### Track usage over the die, run 1

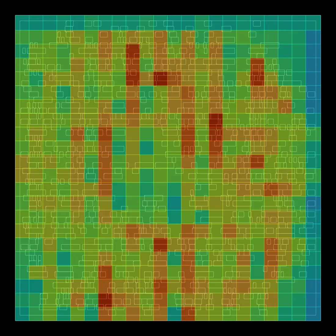
### Layout detail, run 1

Region (61, 92) to (91, 122) um. Cells in grey, sequential cells in the stronger grey; small squares are vias.
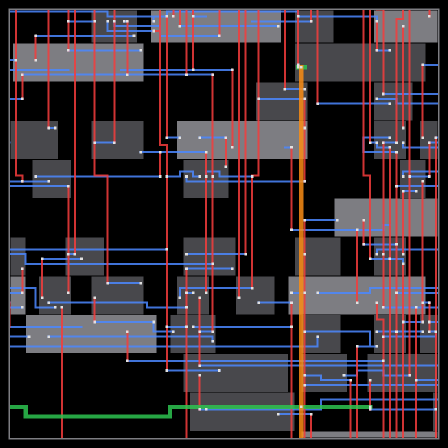
### Logic cells by family, run 1

(3 px per um)
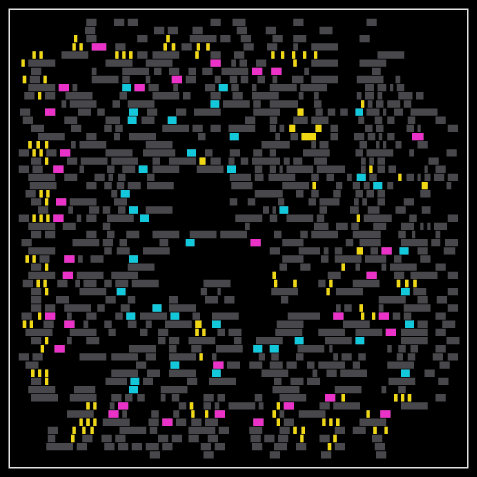
**src/rtl/alu_pkg.sv**
```systemverilog
// Shared constants and types for the ALU issuing master: ALU select codes,
// MIPS funct encodings and the sequencer state enum.
package alu_pkg;

  localparam logic [3:0] SEL_ADD   = 4'b0000;
  localparam logic [3:0] SEL_SUB   = 4'b0001;
  localparam logic [3:0] SEL_MUL   = 4'b0010;
  localparam logic [3:0] SEL_NOT   = 4'b0101;
  localparam logic [3:0] SEL_AND   = 4'b0110;
  localparam logic [3:0] SEL_OR    = 4'b0111;
  localparam logic [3:0] SEL_SHL1  = 4'b1000;
  localparam logic [3:0] SEL_SHR1  = 4'b1001;
  localparam logic [3:0] SEL_PASSA = 4'b1101;

  localparam logic [5:0] FN_SLL  = 6'b000000;
  localparam logic [5:0] FN_SRL  = 6'b000010;
  localparam logic [5:0] FN_MULT = 6'b011000;
  localparam logic [5:0] FN_ADD  = 6'b100000;
  localparam logic [5:0] FN_SUB  = 6'b100010;
  localparam logic [5:0] FN_AND  = 6'b100100;
  localparam logic [5:0] FN_OR   = 6'b100101;
  localparam logic [5:0] FN_NOR  = 6'b100111;

  typedef enum logic [1:0] {
    IDLE = 2'd0,
    EXEC = 2'd1,
    DONE = 2'd2
  } state_e;

endpackage

```
**src/rtl/alu_funct_decode.sv**
```systemverilog
// Maps a MIPS R-type funct/shamt pair onto the ALU step program:
// select for the first step, select for the remaining steps, and step count.
module alu_funct_decode
  import alu_pkg::*;
#(
  parameter int SHW = 5
) (
  input  logic [5:0]     funct,
  input  logic [SHW-1:0] shamt,
  output logic [3:0]     sel_first,
  output logic [3:0]     sel_second,
  output logic [SHW-1:0] steps,
  output logic           use_b_as_acc,
  output logic           illegal
);

  always_comb begin
    sel_first    = SEL_PASSA;
    sel_second   = SEL_PASSA;
    steps        = SHW'(1);
    use_b_as_acc = 1'b0;
    illegal      = 1'b0;
    case (funct)
      FN_ADD:  begin sel_first = SEL_ADD; sel_second = SEL_ADD; end
      FN_SUB:  begin sel_first = SEL_SUB; sel_second = SEL_SUB; end
      FN_MULT: begin sel_first = SEL_MUL; sel_second = SEL_MUL; end
      FN_AND:  begin sel_first = SEL_AND; sel_second = SEL_AND; end
      FN_OR:   begin sel_first = SEL_OR;  sel_second = SEL_OR;  end
      FN_NOR: begin
        sel_first  = SEL_OR;
        sel_second = SEL_NOT;
        steps      = SHW'(2);
      end
      FN_SLL, FN_SRL: begin
        use_b_as_acc = 1'b1;
        // a zero shift still needs one step to move rt into the result
        if (shamt != '0) begin
          sel_first  = (funct == FN_SLL) ? SEL_SHL1 : SEL_SHR1;
          sel_second = sel_first;
          steps      = shamt;
        end
      end
      default: illegal = 1'b1;
    endcase
  end

endmodule

```
**src/rtl/alu_issue.sv**
```systemverilog
// Issuing master for a combinational 32-bit ALU: accepts one R-type op,
// steps it through the ALU and hands back a registered result.
//   state | meaning
//   IDLE  | ready for a new request
//   EXEC  | driving ALU, one step per cycle, cnt_q steps left
//   DONE  | result held until res_ready
module alu_issue
  import alu_pkg::*;
#(
  parameter int WIDTH = 32,
  parameter int SHW   = 5
) (
  input  logic             clk,
  input  logic             rst_n,
  input  logic             in_valid,
  output logic             in_ready,
  input  logic [5:0]       funct,
  input  logic [SHW-1:0]   shamt,
  input  logic [WIDTH-1:0] opnd_a,
  input  logic [WIDTH-1:0] opnd_b,
  output logic [WIDTH-1:0] alu_a,
  output logic [WIDTH-1:0] alu_b,
  output logic [3:0]       alu_select,
  input  logic [WIDTH-1:0] alu_out,
  output logic             res_valid,
  input  logic             res_ready,
  output logic [WIDTH-1:0] result,
  output logic             res_zero,
  output logic             res_err
);

  state_e           state_q, state_d;
  logic [WIDTH-1:0] acc_q, acc_d, op_b_q, op_b_d, result_q, result_d;
  logic [SHW-1:0]   cnt_q, cnt_d;
  logic [3:0]       sel_q, sel_d, sel2_q, sel2_d;
  logic             zero_q, zero_d, err_q, err_d;

  logic [3:0]     dec_first, dec_second;
  logic [SHW-1:0] dec_steps;
  logic           dec_use_b, dec_illegal;

  alu_funct_decode #(.SHW(SHW)) u_decode (
    .funct        (funct),
    .shamt        (shamt),
    .sel_first    (dec_first),
    .sel_second   (dec_second),
    .steps        (dec_steps),
    .use_b_as_acc (dec_use_b),
    .illegal      (dec_illegal)
  );

  always_ff @(posedge clk or negedge rst_n) begin
    if (!rst_n) begin
      state_q  <= IDLE;
      acc_q    <= '0;
      op_b_q   <= '0;
      cnt_q    <= '0;
      sel_q    <= SEL_PASSA;
      sel2_q   <= SEL_PASSA;
      result_q <= '0;
      zero_q   <= 1'b0;
      err_q    <= 1'b0;
    end else begin
      state_q  <= state_d;
      acc_q    <= acc_d;
      op_b_q   <= op_b_d;
      cnt_q    <= cnt_d;
      sel_q    <= sel_d;
      sel2_q   <= sel2_d;
      result_q <= result_d;
      zero_q   <= zero_d;
      err_q    <= err_d;
    end
  end

  always_comb begin
    state_d    = state_q;
    acc_d      = acc_q;
    op_b_d     = op_b_q;
    cnt_d      = cnt_q;
    sel_d      = sel_q;
    sel2_d     = sel2_q;
    result_d   = result_q;
    zero_d     = zero_q;
    err_d      = err_q;
    alu_a      = acc_q;
    alu_b      = op_b_q;
    alu_select = SEL_PASSA;
    case (state_q)
      IDLE: begin
        if (in_valid) begin
          acc_d  = dec_use_b ? opnd_b : opnd_a;
          op_b_d = opnd_b;
          cnt_d  = dec_steps;
          sel_d  = dec_first;
          sel2_d = dec_second;
          if (dec_illegal) begin
            result_d = '0;
            zero_d   = 1'b1;
            err_d    = 1'b1;
            state_d  = DONE;
          end else begin
            state_d = EXEC;
          end
        end
      end
      EXEC: begin
        alu_select = sel_q;
        acc_d      = alu_out;
        cnt_d      = cnt_q - SHW'(1);
        sel_d      = sel2_q;
        if (cnt_q == SHW'(1)) begin
          result_d = alu_out;
          zero_d   = (alu_out == '0);
          err_d    = 1'b0;
          state_d  = DONE;
        end
      end
      DONE: begin
        if (res_ready) state_d = IDLE;
      end
      default: state_d = IDLE;
    endcase
  end

  assign in_ready  = (state_q == IDLE);
  assign res_valid = (state_q == DONE);
  assign result    = result_q;
  assign res_zero  = zero_q;
  assign res_err   = err_q;

endmodule

```
**config.mk**
```make
export PLATFORM = sky130hd
export DESIGN_NAME = alu_issue
export DESIGN_NICKNAME = d
export VERILOG_FILES = /design/src/rtl/alu_pkg.sv /design/src/rtl/alu_funct_decode.sv /design/src/rtl/alu_issue.sv
export SDC_FILE = /design/constraint.sdc
export NUM_CORES = 1
export LEC_CHECK = 0
export CELL_PAD_IN_SITES_DETAIL_PLACEMENT = 1
export CELL_PAD_IN_SITES_GLOBAL_PLACEMENT = 2
export CORE_MARGIN = 2
export CORE_UTILIZATION = 23
export DETAILED_ROUTE_END_ITERATION = 10
export HOLD_SLACK_MARGIN = 0.1
export PLACE_DENSITY_LB_ADDON = 0.12
export SLEW_MARGIN = 25
export SYNTH_ARGS = -nofsm -noshare
export SYNTH_HDL_FRONTEND = slang
export SYNTH_SLANG_ARGS = --single-unit
```
**constraint.sdc**
```tcl
create_clock -name clk -period 1.8 [get_ports clk]
set_input_delay 0.36 -clock clk [delete_from_list [all_inputs] [get_ports clk]]
set_output_delay 0.36 -clock clk [all_outputs]
set_load 0.02 [all_outputs]
```
==> reports/results.txt, run 1 <==
Status: finished, violations left
Failing checks: negative setup slack
Worst Skew: 13.8 ps
Post-CTS sizing: 28
Clock network power share: 0.281
Row cnt: 54
Comb. pwr: 4820 uW
FMAX: 530 MHz
CTS H-tree depth: 4
Sequential cell area: 2840 um^2
VDD IR-drop max: 0.000708 V
Sw Pwr: 4270 uW
Post-Synth AOI/OAI Area: 0.190
Final Hold Viols: 0
Area Overhead vs Synth: 74.7%
Fin nets: 870
Mean Syn Cell Area: 10.7 um^2
Crit path capture type: flop
Final setup violation count: 33
Area of the core: 21700 um^2
Final WS setup: -86.0 ps
Post-cts hold buffer count: 1
Xor/xnor share of the synthesized area: 0.00346
Seq cells post-synth: 113
Fraction of layout instances using a drive strength above 1: 0.191
DP Wirelength: 14900 um
First-pass GRT wire length: 32700 um
Number of enable flip-flop cells: 0
LEAKAGE: 0.00456 uW
Clock root cell: clkbuf_16
Final WL: 20200 um
Remaining global-route overflow: 0
Launching element type of the critical path: flop
Drt pass-1 iters: 4
Top_reg_cell synth: dfrtp_1
Power Clock: 3390 uW
Vias per cell: 4.59
Placed Cells: 1015
Seq share, synth: 0.560
Io pins: 215
Tot Pwr: 12100 uW
I/O Buffers: 214
Floorplan core density: 0.233
## Picture notes: 'Track usage over the die'
met3 GRT Util: 0.0620
GRT met1 Usage: 0.232

## Picture notes: 'Layout detail'
legend:
  met2:
    colour: red
  met4:
    colour: orange
  met1:
    colour: blue
  met3:
    colour: green
sequential cells in the window: 6
cells with their middle in the window: 34
netlist names of flops here include: `result` (4)
most frequent: clkdlybuf4s50_1 (5), buf_4 (5), dfrtp_1 (4)

## Picture notes: 'Logic cells by family'
legend:
  NAND gates:
    colour: yellow
    cells: 109
    most_used: nand2_1
    where: spread over the die
  AND-OR and OR-AND gates:
    colour: cyan
    cells: 36
    most_used: a22o_1
  multiplexers:
    colour: magenta
    cells: 33
    most_used: mux2i_1
    where: spread over the die
most numerous logic cell after layout: clkdlybuf4s50_1
combinational share of cell area: 0.235
non-filler cells in the finished layout: 1051

==> run 1: final timing paths <==
| kind | start | endpoint | cells past startpoint |
|---|---|---|---|
| max | cnt_q[1] | result[18] | 7 |
| min | rst_n | alu_b[19] | 2 |
| max reg2reg | cnt_q[1] | result[18] | 7 |
| min reg2reg | alu_b[6] | alu_b[6] | 2 |
| max in group asynchronous | rst_n | sel2_q[0] | 3 |
| min in group clk | alu_b[6] | alu_b[6] | 2 |
==> run 1: worst max-delay path: stages, from the launching register on <==
cell and delay, ps:
dfrtp_1 390, inv_2 60, ha_1 120, or4b_4 490
a21oi_4 170, o221ai_4 150, buf_12 190, a22o_1 180
==> run 1: area by class of cell <==
cell class / instances / area share
Antenna cell: 1 / 0.000283
Clock buffer: 20 / 0.0516
Clock inverter: 12 / 0.0153
Inverter: 4 / 0.00170
Multi-Input combinational cell: 321 / 0.235
Sequential cell: 113 / 0.321
Tap cell: 280 / 0.0396
Timing Repair Buffer: 300 / 0.336
==> run 1: per-layer routing <==
metal,global-route usage,up-vias,wire (um)
met5,0,-,0
met4,0.0401,0,182
met3,0.0620,16,1210
met2,0.294,142,9690
met1,0.232,2391,9120
li1,-,2277,-
==> run 1: state kept, by name (all words and copies together) (netlist names) <==
register  flops
alu_b        32
sel2_q        4
res_err       1
sel_q         4
res_zero      1
cnt_q         5
state_q       2
result       32
alu_a        32
==> run 1: Yosys cell counts (all sizes together), types with 3 or more instances <==
cell type,instances
o21ai,44
nor2b,4
dfrtp,107
dfstp,6
o31ai,3
mux2i,32
or3,3
nor3,4
a31oi,4
a22oi,35
nor3b,4
nor4,9
nand2,101
or4,3
nand2b,5
a22o,33
nand4,3
nor2,11
clkbuf,20
inv,4
buf,14
## Run 2: what changed since run 1
- GPL_TIMING_DRIVEN: not set -> 0
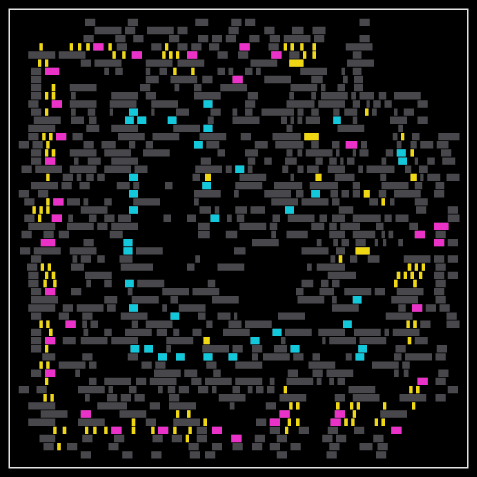
*Logic cells by family, run 2*
(3 px per um)
legend:
  multiplexers:
    colour: magenta
    cells: 33
    most_used: mux2i_1
    where: spread over the die
  NAND gates:
    colour: yellow
    cells: 109
    most_used: nand2_1
    where: spread over the die
  AND-OR and OR-AND gates:
    colour: cyan
    cells: 36
    most_used: a22o_1
non-filler cells in the finished layout: 1017
combinational share of cell area: 0.247

==> run 2 against run 1 <==
Effect of this change: the run still ends with negative setup slack left; global-route usage shrank 0.091 points; clock skew shrank 5.7 ps; sequential cell count stayed put; largest cell class is now registers; critical endpoint is now result[11]; design area shrank 2.2%; wire length grew 2.5%; final cell count shrank 3.2%; register-to-register slack worse by 90 ps.
==> reports/results.txt, run 2 <==
Status: finished, violations left
Failing checks: negative setup slack
Syn nets: 585
Yosys top cell area share: 0.529
CTS H-tree depth: 4
Launching element type of the critical path: flop
Mapped Cells: 472
Required @ worst endpoint: 2090 ps
Sequential cell area: 2840 um^2
Top_reg_cell synth: dfrtp_1
Final setup violation count: 34
Fin nets: 837
Mean Syn Cell Area: 10.7 um^2
Most numerous logic cell after layout: clkdlybuf4s50_1
Io pins: 215
Ys cells: 472
Worst flop-to-flop path startpoint: cnt_q[0]
Utilization after layout: 0.399
Mapped cell area: 5060 um^2
DP Wirelength: 14800 um
Reg2reg path depth: 6
Setup Crit Path Kind: flop to flop
Sequential power: 3890 uW
Commonest cells in the netlist: dfrtp_1 (107), nand2_1 (101), a22oi_1 (34)
Fraction of layout instances using a drive strength above 1: 0.164
First-pass GRT wire length: 31900 um
Area of the core: 21700 um^2
I/O Buffers: 214
Final Hold Viols: 0
TNS Setup: -4950 ps
Final WS setup: -174 ps
Ys async rst share: 1.00
Drt pass-1 iters: 4
Via count: 4734
Sw Pwr: 4230 uW
Vias per cell: 4.65
Most frequent cells in the layout: clkdlybuf4s50_1 (170), dfrtp_1 (105), nand2_1 (101)
Rel. slew slack: 0.576
Pwr dens: 1390 nW/um^2
Inserted Diodes: 0
Setup crit end: result[11]
Area Overhead vs Synth: 70.7%
Clock-pin slew on the worst setup and hold paths: 60 ps
Final worst path period need: 1970 ps
Number of enable flip-flop cells: 0
Vias in the first global route: 5393
Synth top cell by count: dfrtp_1
R2R Setup Slk: -170 ps
VDD IR-drop max: 0.000631 V
Crit path launch: cnt_q[0]
Sw frac: 0.352
Seq cells post-synth: 113
FMAX: 507 MHz
Comb. pwr: 4850 uW
CTS Buffer Depth: 2
Worst Skew: 8.14 ps
Reg-to-reg endpoint: result[11]
Die Span Y: 152 um
Tot Pwr: 12000 uW
Die area: 23200 um^2
Remaining global-route overflow: 0
Seq share, synth: 0.560
Clock root cell: clkbuf_16
Power Clock: 3290 uW
Final Max Slew Viols: 0
CTS tree: built
CTS sink cnt: 113
Largest area contributor in the netlist: dfrtp_1
LEAKAGE: 0.00434 uW
Clock network power share: 0.274
Placed Cells: 967
Floorplan core density: 0.233
Row cnt: 54
Crit path capture type: flop
Pwr top: combinational cells
Die width: 152 um
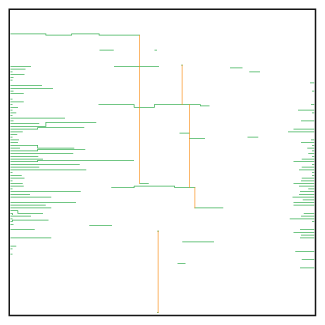
*Signal wires by layer, run 2*
(2 px per um) Only two layers are drawn.
legend:
  met4:
    colour: orange
    wire_length: 186 um
  met3:
    colour: green
    wire_length: 1280 um
WL/cell: 20.4 um
GRT Util Overall: 0.180
final WL: 20700 um

run 2: cell counts after synthesis:
Identical to the previous run, type by type.
run 2: cells by family (layout without fill, tap and decap cells):
kind of cell | count (synthesis) | count (layout) | synth area share
adder cells (fa/ha/maj) | 2 | 2 | 0.00494
flip-flops | 113 | 113 | 0.560
AND/OR/NAND/NOR | 151 | 151 | 0.136
multiplexers | 33 | 33 | 0.0655
buffers and inverters | 38 | 303 | 0.0403
XOR/XNOR | 2 | 2 | 0.00346
AND-OR/OR-AND | 133 | 133 | 0.190
run 2: routing by layer:
metal / global-route usage / vias up / part of all wire
met3: 0.0583 / 12 / 0.062
met1: 0.227 / 2377 / 0.45
li1: - / 2209 / -
met2: 0.300 / 136 / 0.48
met4: 0.0396 / 0 / 0.0090
met5: 0 / - / 0
run 2: cell type report:
cell class / count / share of cell area
Clock buffer: 22 / 0.0537
Timing Repair Buffer: 235 / 0.279
Tap cell: 280 / 0.0405
Buffer: 32 / 0.0369
Multi-Input combinational cell: 321 / 0.247
Clock inverter: 10 / 0.0127
Sequential cell: 113 / 0.328
Inverter: 4 / 0.00174
run 2: through the flow:
stage	hold WS (ps)	cell area [um^2]
finish	405	8640
global route	430	8640
CTS	396	8440
detailed placement	245	7590
global placement	461	7550
floorplan	64.4	5060
run 2: critical path, stage by stage, from the launching register on:
cell and delay (ps):
dfrtp_1 440, ha_4 150, or4b_4 500, a21oi_4 170, o221ai_4 200, buf_6 210, a22o_1 190
run 2: timing repair:
action,CTS,global route
buffers inserted,9,8
resized,95,62
endpoints found under the hold margin,32,0
gates cloned,1,1
setup endpoints to repair,122,142
hold buffers,1,0
pin swaps,3,2
Power is estimated from default activity; no workload was simulated.
